### Metal layers overlaid, run 1

Only two layers are drawn.
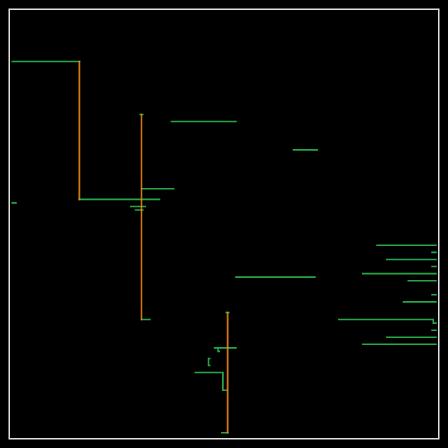
### Cell sizes after repair, run 1

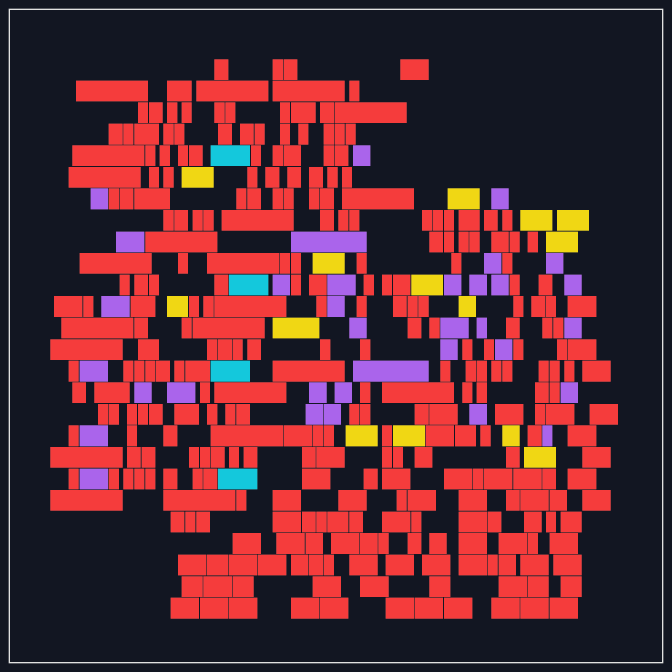
### Gate families picked out, run 1

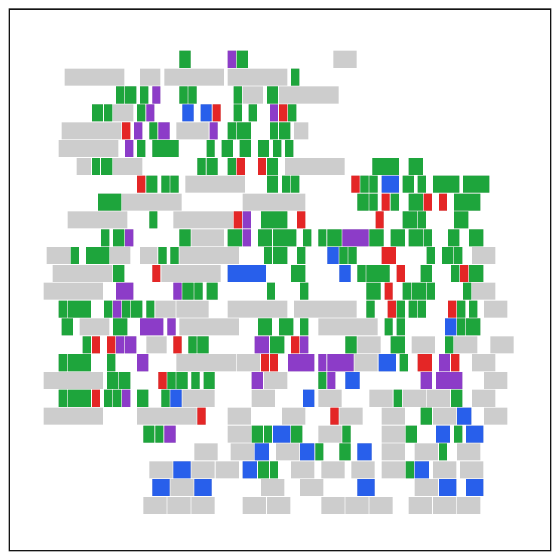
File: config.mk
export PLATFORM = sky130hd
export DESIGN_NAME = uart_tx_arbiter
export DESIGN_NICKNAME = d
export VERILOG_FILES = /design/src/rtl/uart_tx_arbiter.sv
export SDC_FILE = /design/constraint.sdc
export NUM_CORES = 1
export LEC_CHECK = 0
export ABC_AREA = 1
export CAP_MARGIN = 20
export CORE_MARGIN = 5
export CORE_UTILIZATION = 40
export CTS_CLUSTER_DIAMETER = 150
export DETAILED_ROUTE_END_ITERATION = 12
export PLACE_DENSITY_LB_ADDON = 0.25
export SLEW_MARGIN = 20
export SYNTH_ARGS = -nofsm -noshare
export SYNTH_HDL_FRONTEND = slang
export SYNTH_SLANG_ARGS = --single-unit
export TNS_END_PERCENT = 100
File: constraint.sdc
create_clock -name tx_clk -period 4.5 [get_ports tx_clk]
set_input_delay 0.9 -clock tx_clk [delete_from_list [all_inputs] [get_ports tx_clk]]
set_output_delay 0.9 -clock tx_clk [all_outputs]
set_load 0.02 [all_outputs]
File: src/rtl/uart_tx_arbiter.sv
// Packet-level round-robin arbiter sharing one UART byte serializer among NUM_REQ
// byte-stream requesters, with a forced release at MAX_PKT_LEN and an idle gap per packet.
module uart_tx_arbiter #(
  parameter int NUM_REQ     = 4,
  parameter int MAX_PKT_LEN = 64,
  parameter int GAP_CYCLES  = 434,
  parameter int ID_W        = $clog2(NUM_REQ)
) (
  input  logic                   tx_clk,
  input  logic                   tx_rst_n,
  input  logic [NUM_REQ-1:0]     req_valid,
  input  logic [NUM_REQ*8-1:0]   req_data,
  input  logic [NUM_REQ-1:0]     req_last,
  output logic [NUM_REQ-1:0]     req_ready,
  output logic                   uart_valid,
  output logic [7:0]             uart_data,
  input  logic                   uart_ready,
  output logic                   grant_active,
  output logic [ID_W-1:0]        grant_id,
  output logic                   pkt_abort
);

  localparam int GAP_W    = ($clog2(GAP_CYCLES + 1) < 1) ? 1 : $clog2(GAP_CYCLES + 1);
  localparam int GAP_LOAD = (GAP_CYCLES > 0) ? GAP_CYCLES - 1 : 0;

  typedef enum logic [1:0] {IDLE, XFER, GAP} state_t;

  state_t            state, next_state;
  logic [ID_W-1:0]   last_grant;
  logic [7:0]        byte_cnt;
  logic [GAP_W-1:0]  gap_cnt;

  logic              arb_found;
  logic [ID_W-1:0]   arb_winner;
  logic [ID_W-1:0]   cand;
  logic              handshake;
  logic              cur_last;
  logic              pkt_force;
  logic              pkt_end;

  // Round-robin scan starting just after the previous owner, so it ends up last in line.
  always_comb begin
    // NOTE: every always_comb output gets a default first so no path leaves it unassigned (no latch).
    arb_found  = 1'b0;
    arb_winner = '0;
    cand       = '0;
    for (int k = 1; k <= NUM_REQ; k++) begin
      cand = ID_W'((int'(last_grant) + k) % NUM_REQ);
      if (!arb_found && req_valid[cand]) begin
        arb_found  = 1'b1;
        arb_winner = cand;
      end
    end
  end

  assign handshake = uart_valid & uart_ready;
  assign cur_last  = req_last[grant_id];
  // A byte carrying req_last always ends normally, even when it also hits the length limit.
  assign pkt_force = handshake & ~cur_last & (byte_cnt == 8'(MAX_PKT_LEN - 1));
  assign pkt_end   = (handshake & cur_last) | pkt_force;

  always_ff @(posedge tx_clk or negedge tx_rst_n) begin
    // NOTE: sequential state uses non-blocking assignments so every register samples pre-edge values.
    if (!tx_rst_n) state <= IDLE;
    else           state <= next_state;
  end

  always_comb begin
    next_state = state;
    case (state)
      IDLE: if (arb_found) next_state = XFER;
      XFER: if (pkt_end)   next_state = (GAP_CYCLES == 0) ? IDLE : GAP;
      GAP:  if (gap_cnt == '0) next_state = IDLE;
      default: next_state = IDLE;
    endcase
  end

  // Zero-bubble passthrough: the owner's byte stream is wired straight to the serializer.
  always_comb begin
    grant_active = 1'b0;
    uart_valid   = 1'b0;
    uart_data    = 8'h00;
    req_ready    = '0;
    if (state == XFER) begin
      grant_active        = 1'b1;
      uart_valid          = req_valid[grant_id];
      uart_data           = req_data[{grant_id, 3'b000} +: 8];
      req_ready[grant_id] = uart_ready;
    end
  end

  always_ff @(posedge tx_clk or negedge tx_rst_n) begin
    if (!tx_rst_n) begin
      last_grant <= ID_W'(NUM_REQ - 1);
      grant_id   <= '0;
      byte_cnt   <= 8'd0;
      gap_cnt    <= '0;
      pkt_abort  <= 1'b0;
    end else begin
      pkt_abort <= pkt_force;
      case (state)
        IDLE: begin
          if (arb_found) begin
            grant_id   <= arb_winner;
            last_grant <= arb_winner;
            byte_cnt   <= 8'd0;
          end
        end
        XFER: begin
          if (handshake) byte_cnt <= byte_cnt + 8'd1;
          if (pkt_end)   gap_cnt  <= GAP_W'(GAP_LOAD);
        end
        GAP: begin
          if (gap_cnt != '0) gap_cnt <= gap_cnt - GAP_W'(1);
        end
        default: ;
      endcase
    end
  end

endmodule

==> results.py, run 1 <==
# Physical implementation metrics
metrics = {
    "outcome": {
        "outcome": "complete, no violations",
    },
    "logic_synthesis": {
        "synth.distinct_cells": 33,
        "logic_family": "simple AND/OR/NAND/NOR gates",
        "ys_area_um2": 2090,
        "ff_type": "dfrtp_1",
        "synth.avg_cell_area_um2": 6.95,
        "aoi_share_pct": 8.43,
        "area_leaders": "dfrtp_1 (26%), nand2_1 (16%), nand3_1 (9.8%)",
        "synthesis.area_um2": 2090,
        "yosys_warnings": 0,
        "ys_cells": 301,
        "numSynthFlops": 24,
        "most_common_cell": "nand2_1",
        "ys_sh_simple_pct": 48.0,
        "synth.area.mux_share_pct": 0,
        "xor_share_pct": 2.51,
        "edf_count": 0,
    },
    "setup_path": {
        "critPathBufInv": 4,
        "ff2ff_setup_slack_ns": 2.27,
        "cp_top_family": "buffers and inverters",
        "startpoint_type": "input port",
        "crit_cells": 8,
        "critical_path.cell_chain": "clkdlybuf4s50_1 -> inv_1 -> o21ai_1 -> nand2_1 -> nand2_2 -> inv_1 -> nor2_1 -> clkdlybuf4s50_1",
        "slowest_delay_ns": 0.64,
        "cp_data_required_time_ns": 3.60,
        "cp-startpoint": "req_valid[0]",
    },
    "clock_network": {
        "post_cts_buffers": 0,
        "cts_sinks": 24,
        "ctsHtreeMaxLevel": 1,
        "insertion_delay_ns": 0.27,
        "cts_tree": "done",
        "ctsHoldBuffers": 0,
        "numCtsBuffers": 3,
    },
    "pwr": {
        "power_mw": 1.66,
        "leakage_nw": 1.25,
        "p_per_area_nw_per_um2": 609,
        "irDropWorstVdd_v": 0.000287,
    },
    "hold_path": {
        "hp-class": "flip-flop to flip-flop",
        "worst_hold_path.endpoint": "byte_cnt[5]$_DFFE_PN0P_",
        "min-delay-start": "byte_cnt[5]$_DFFE_PN0P_",
    },
    "route": {
        "post_drt_wl_per_cell_um": 12.8,
        "vias": 2063,
        "vias_per_cell": 4.87,
        "dr.pass1.iters": 4,
        "drt_iter0_markers": 103,
        "ant_nets": 0,
    },
    "global_route": {
        "grt_pass1_vias": 1990,
        "grtUsageTotal_pct": 17.7,
    },
    "layout": {
        "finalNonFillerCells": 424,
        "mi_logic_area_um2": 1260,
        "nFillCells": 512,
        "drive_gt1_share_pct": 14.7,
        "fin_nets": 400,
    },
    "final_timing": {
        "fmax_mhz": 291,
        "setup_tns_ns": 0,
        "setup_violations": 0,
        "period_used_pct": 76.3,
        "worst_pin_slew_ns": 0.789,
        "skew_ns": 0.00485,
        "slew_headroom_pct": 47.4,
        "finalHoldViolations": 0,
        "rsz0062_at_grt": "false",
        "whs_ns": 0.513,
    },
    "placement": {
        "dp_slack_ns": 1.07,
        "dpl.hpwl_mm": 4.17,
        "placedCellCount": 420,
    },
    "floorplanning": {
        "ioPinCount": 60,
        "initCoreUtil_pct": 41.0,
        "core_um2": 5110,
    },
    "flow_run": {
        "warnings": 26,
    },
}
About 'Metal layers overlaid':
- orange: M4 (wire length 89.1 um)
- green: M3 (wire length 183 um)

About 'Cell sizes after repair':
- cyan: x6 and larger (cells 4)
- purple: x2 (cells 34)
- yellow: x3 and x4 (cells 14)
- red: x1 and smaller (cells 302)
fin area: 2730 um^2
non-clock buffer count: 60
area delta synth->final: 30.4%

About 'Gate families picked out':
- blue: aoi and oai cells (cells 26)
- red: inv cells (cells 32)
- purple: nor cells (cells 32)
- green: nand cells (cells 166)
logic gate fraction of the total cell area: 46.1%
dominant logic cell type in the layout: nand2_1

==> run 1: layer usage <==
layer	up-vias	routed length, um	global-route usage (%)
met5	-	0	0
met4	0	89	5.48
met3	7	183	2.06
met2	36	2520	28.8
met1	940	2620	24.5
li1	1080	-	-
==> run 1: layout make-up <==
type                            count  share of cell area, %
Multi-Input combinational cell    234                   46.1
Sequential cell                    24                   22.1
Tap cell                           70                   3.21
Clock buffer                        4                   2.02
Inverter                           32                   4.59
Timing Repair Buffer               60                   21.9
==> run 1: power breakdown <==
group / internal (mW) / switching [mW]
logic: 0.436 / 0.660
registers: 0.286 / 0.131
clock network: 0.0783 / 0.0697
==> run 1: cells in the final DEF (no fill, tap or decap) <==
cell type / Yosys / final
nand2_1: 89 / 89
clkdlybuf4s50_1: 0 / 59
nand3_1: 41 / 41
inv_1: 28 / 28
dfrtp_1: 22 / 22
nand2_2: 19 / 19
nor2_1: 18 / 18
a22oi_1: 9 / 9
a31oi_1: 8 / 8
nor3_1: 7 / 7
nand3_2: 7 / 7
nand2_4: 6 / 6
nor2_4: 4 / 4
nand4_1: 4 / 4
xor2_1: 4 / 4
clkbuf_8: 0 / 4
a21oi_1: 3 / 3
inv_2: 2 / 2
inv_4: 2 / 2
o21ai_1: 2 / 2
xnor2_1: 2 / 2
o21ai_0: 2 / 2
or2_2: 2 / 2
ha_1: 2 / 2
dfstp_2: 2 / 2
nor2_2: 1 / 1
nor3_2: 1 / 1
a21oi_4: 1 / 1
nor3b_1: 1 / 1
a21boi_0: 1 / 1
buf_4: 2 / 1
==> run 1: flip-flops by register name, indices dropped and copies added (netlist names) <==
name / flops
last_grant: 2
byte_cnt: 8
gap_cnt: 9
grant_id: 2
state: 2
pkt_abort: 1
### Sequential cells coloured by netlist name, run 1

Bar = 20 um. Other sequential cells in the stronger grey, the rest of the logic in the fainter grey.
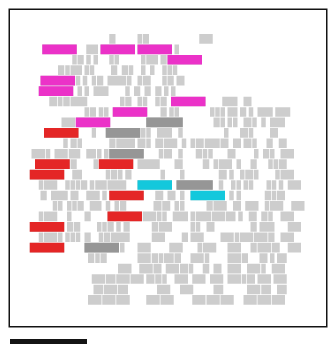

==> run 2, diff against run 1 <==
==> constraint.sdc (replaced) <==
create_clock -name tx_clk -period 3 [get_ports tx_clk]
set_input_delay 0.6 -clock tx_clk [delete_from_list [all_inputs] [get_ports tx_clk]]
set_output_delay 0.6 -clock tx_clk [all_outputs]
set_load 0.02 [all_outputs]
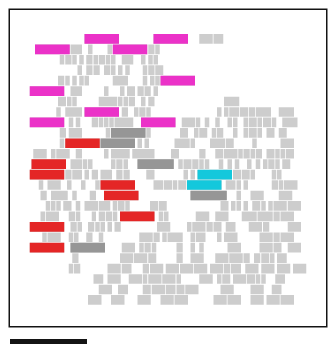
*Sequential cells coloured by netlist name, run 2*
Bar = 20 um. Other sequential cells in the stronger grey, the rest of the logic in the fainter grey.
- red: `byte_cnt` (sequential cells 8; where middle left)
- cyan: `grant_id` (sequential cells 2)
- magenta: `gap_cnt` (sequential cells 9)
Flop area: 603 um^2
fraction of area in registers: 22.0%
sequential power: 0.585 mW

==> run 2 against run 1 <==
Critical path depth decreased by 3. Count of clock-buffer cells in the layout unchanged. Final cell count increased by 0.71%. Setup slack got worse by 0.90 ns. Highest routed layer unchanged.
==> results.py, run 2 <==
# Physical implementation metrics
metrics = {
    "outcome": {
        "outcome": "complete, no violations",
    },
    "final_timing": {
        "slew_headroom_pct": 69.5,
        "whs_ns": 0.540,
        "setup_violations": 0,
        "period_used_pct": 94.5,
        "worst_pin_slew_ns": 0.458,
        "fmax_mhz": 353,
        "finalHoldViolations": 0,
    },
    "layout": {
        "stdcell_area_um2": 2740,
        "drive_gt1_share_pct": 15.1,
        "top_register": "gap_cnt",
        "fin_nets": 403,
        "layout_top_cell": "nand2_1",
        "largestRegisters": "gap_cnt x9, byte_cnt x8",
        "synthToLayoutAreaGrowth_pct": 31.0,
        "lay_top_cells": "nand2_1 (89), clkdlybuf4s50_1 (59), nand3_1 (41), inv_1 (28), dfrtp_1 (22)",
    },
    "placement": {
        "dpl.hpwl_mm": 4.14,
        "placedCellCount": 423,
        "dp_slack_ns": 0.186,
    },
    "setup_path": {
        "cp-startpoint": "grant_id[0]$_DFFE_PN0P_",
        "cp_data_required_time_ns": 2.40,
        "slowest_delay_ns": 0.64,
        "startpoint_type": "flip-flop",
        "ff2ff_setup_slack_ns": 1.06,
        "critical_path.cell_chain": "buf_4 -> nor2_4 -> a22oi_1 -> a31oi_1 -> clkdlybuf4s50_1",
    },
    "pwr": {
        "p_clk_share_pct": 7.9,
        "leakage_nw": 1.26,
        "p_int_mw": 1.20,
        "power_frac_comb_pct": 68.5,
        "power_mw": 2.48,
        "swShare_pct": 51.5,
        "irDropWorstVdd_v": 0.000439,
        "p_sw_mw": 1.28,
        "p_per_area_nw_per_um2": 905,
    },
    "logic_synthesis": {
        "numSynthFlops": 24,
        "area_leaders": "dfrtp_1 (26%), nand2_1 (16%), nand3_1 (9.8%)",
        "ys_cells": 301,
        "most_common_cell": "nand2_1",
        "synth.avg_cell_area_um2": 6.95,
        "synth.distinct_cells": 33,
        "edf_count": 0,
        "ff_type": "dfrtp_1",
        "ys_area_um2": 2090,
        "yosys_warnings": 0,
    },
    "clock_network": {
        "numCtsBuffers": 3,
        "ctsHtreeMaxLevel": 1,
        "cts_sinks": 24,
        "ctsHoldBuffers": 0,
        "cts_tree": "done",
        "post_cts_buffers": 0,
        "insertion_delay_ns": 0.26,
    },
    "route": {
        "highest_layer": "met4",
        "met3WireLength_um": 140,
        "post_drt_wl_per_cell_um": 12.4,
        "dr_wl_met2_mm": 2.52,
        "dr.pass1.iters": 4,
        "drt_iter0_markers": 66,
        "vias": 2085,
        "vias_per_cell": 4.88,
        "met1Wirelength_mm": 2.55,
        "ant_nets": 0,
    },
    "global_route": {
        "met2_usage_pct": 28.8,
        "met3_usage_pct": 1.84,
        "overflow": 0,
        "grt_pass1_vias": 2012,
        "met1_usage_pct": 23.0,
        "grtUsageTotal_pct": 17.0,
    },
    "floorplanning": {
        "initCoreUtil_pct": 41.0,
        "core_um2": 5110,
        "num_rows": 26,
        "ioPinCount": 60,
    },
    "flow_run": {
        "warnings": 26,
    },
}
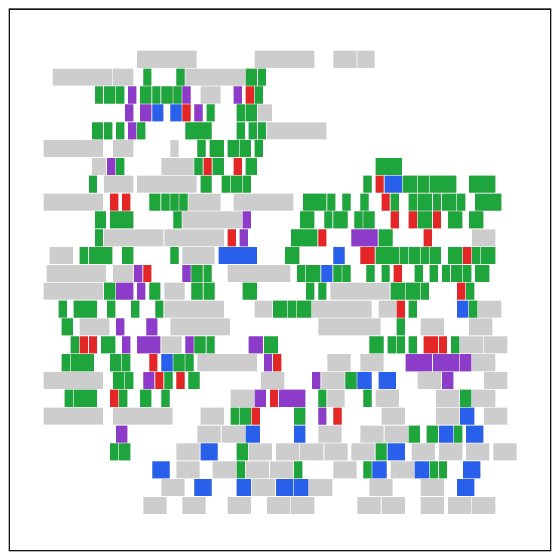
*Gate families picked out, run 2*
- red: inv cells (cells 32)
- blue: aoi and oai cells (cells 26)
- purple: nor cells (cells 32)
- green: nand cells (cells 166)
logic gate fraction of the total cell area: 45.9%
Non-Filler Instances: 427

## run 2: cell counts after synthesis
Identical to the previous run, type by type.
## run 2: cell type report
cell class | instances | area (um^2)
fillers | 510 | 2370
flip-flops and latches | 24 | 603
repair buffers | 63 | 621
inverters | 32 | 125
well taps | 70 | 87.6
clock buffers | 4 | 45.0
multi-input cells | 234 | 1260
## run 2: kinds of logic after synthesis
kind of cell	share of synthesized area, %
fa+ha+maj	1.20
xor+xnor	2.51
simple gates	48.0
buf+inv	11.0
compound gates	8.43
flops	28.8
## run 2: power by group through the flow
stage | Sequential (mW) | Clock [mW] | Combinational, mW
5_1_grt | 0.608 | 0.218 | 1.90
4_1_cts | 0.586 | 0.202 | 1.71
3_5_place_dp | 0.590 | 0 | 1.71
6_report | 0.585 | 0.196 | 1.70
2_1_floorplan | 0.517 | 0 | 1.33
3_3_place_gp | 0.590 | 0 | 1.69
## run 2: critical path: cells and delay by family, from the launching register on
kind            cells  cell delay (ns)
flops               1             0.55
compound gates      2             0.29
simple gates        1             0.24
buf+inv             2             0.90
## run 2: worst min path at each step
stage,depth (start not counted),endpoint,from
floorplan,0,byte_cnt[0]$_DFFE_PN0P_,tx_rst_n
global placement,2,byte_cnt[5]$_DFFE_PN0P_,byte_cnt[5]$_DFFE_PN0P_
detailed placement,2,byte_cnt[5]$_DFFE_PN0P_,byte_cnt[5]$_DFFE_PN0P_
CTS,2,byte_cnt[1]$_DFFE_PN0P_,byte_cnt[1]$_DFFE_PN0P_
global route,2,byte_cnt[5]$_DFFE_PN0P_,byte_cnt[5]$_DFFE_PN0P_
finish,2,gap_cnt[5]$_DFFE_PN0P_,gap_cnt[5]$_DFFE_PN0P_
No activity file was given, so power comes from the tool's default toggle rates.
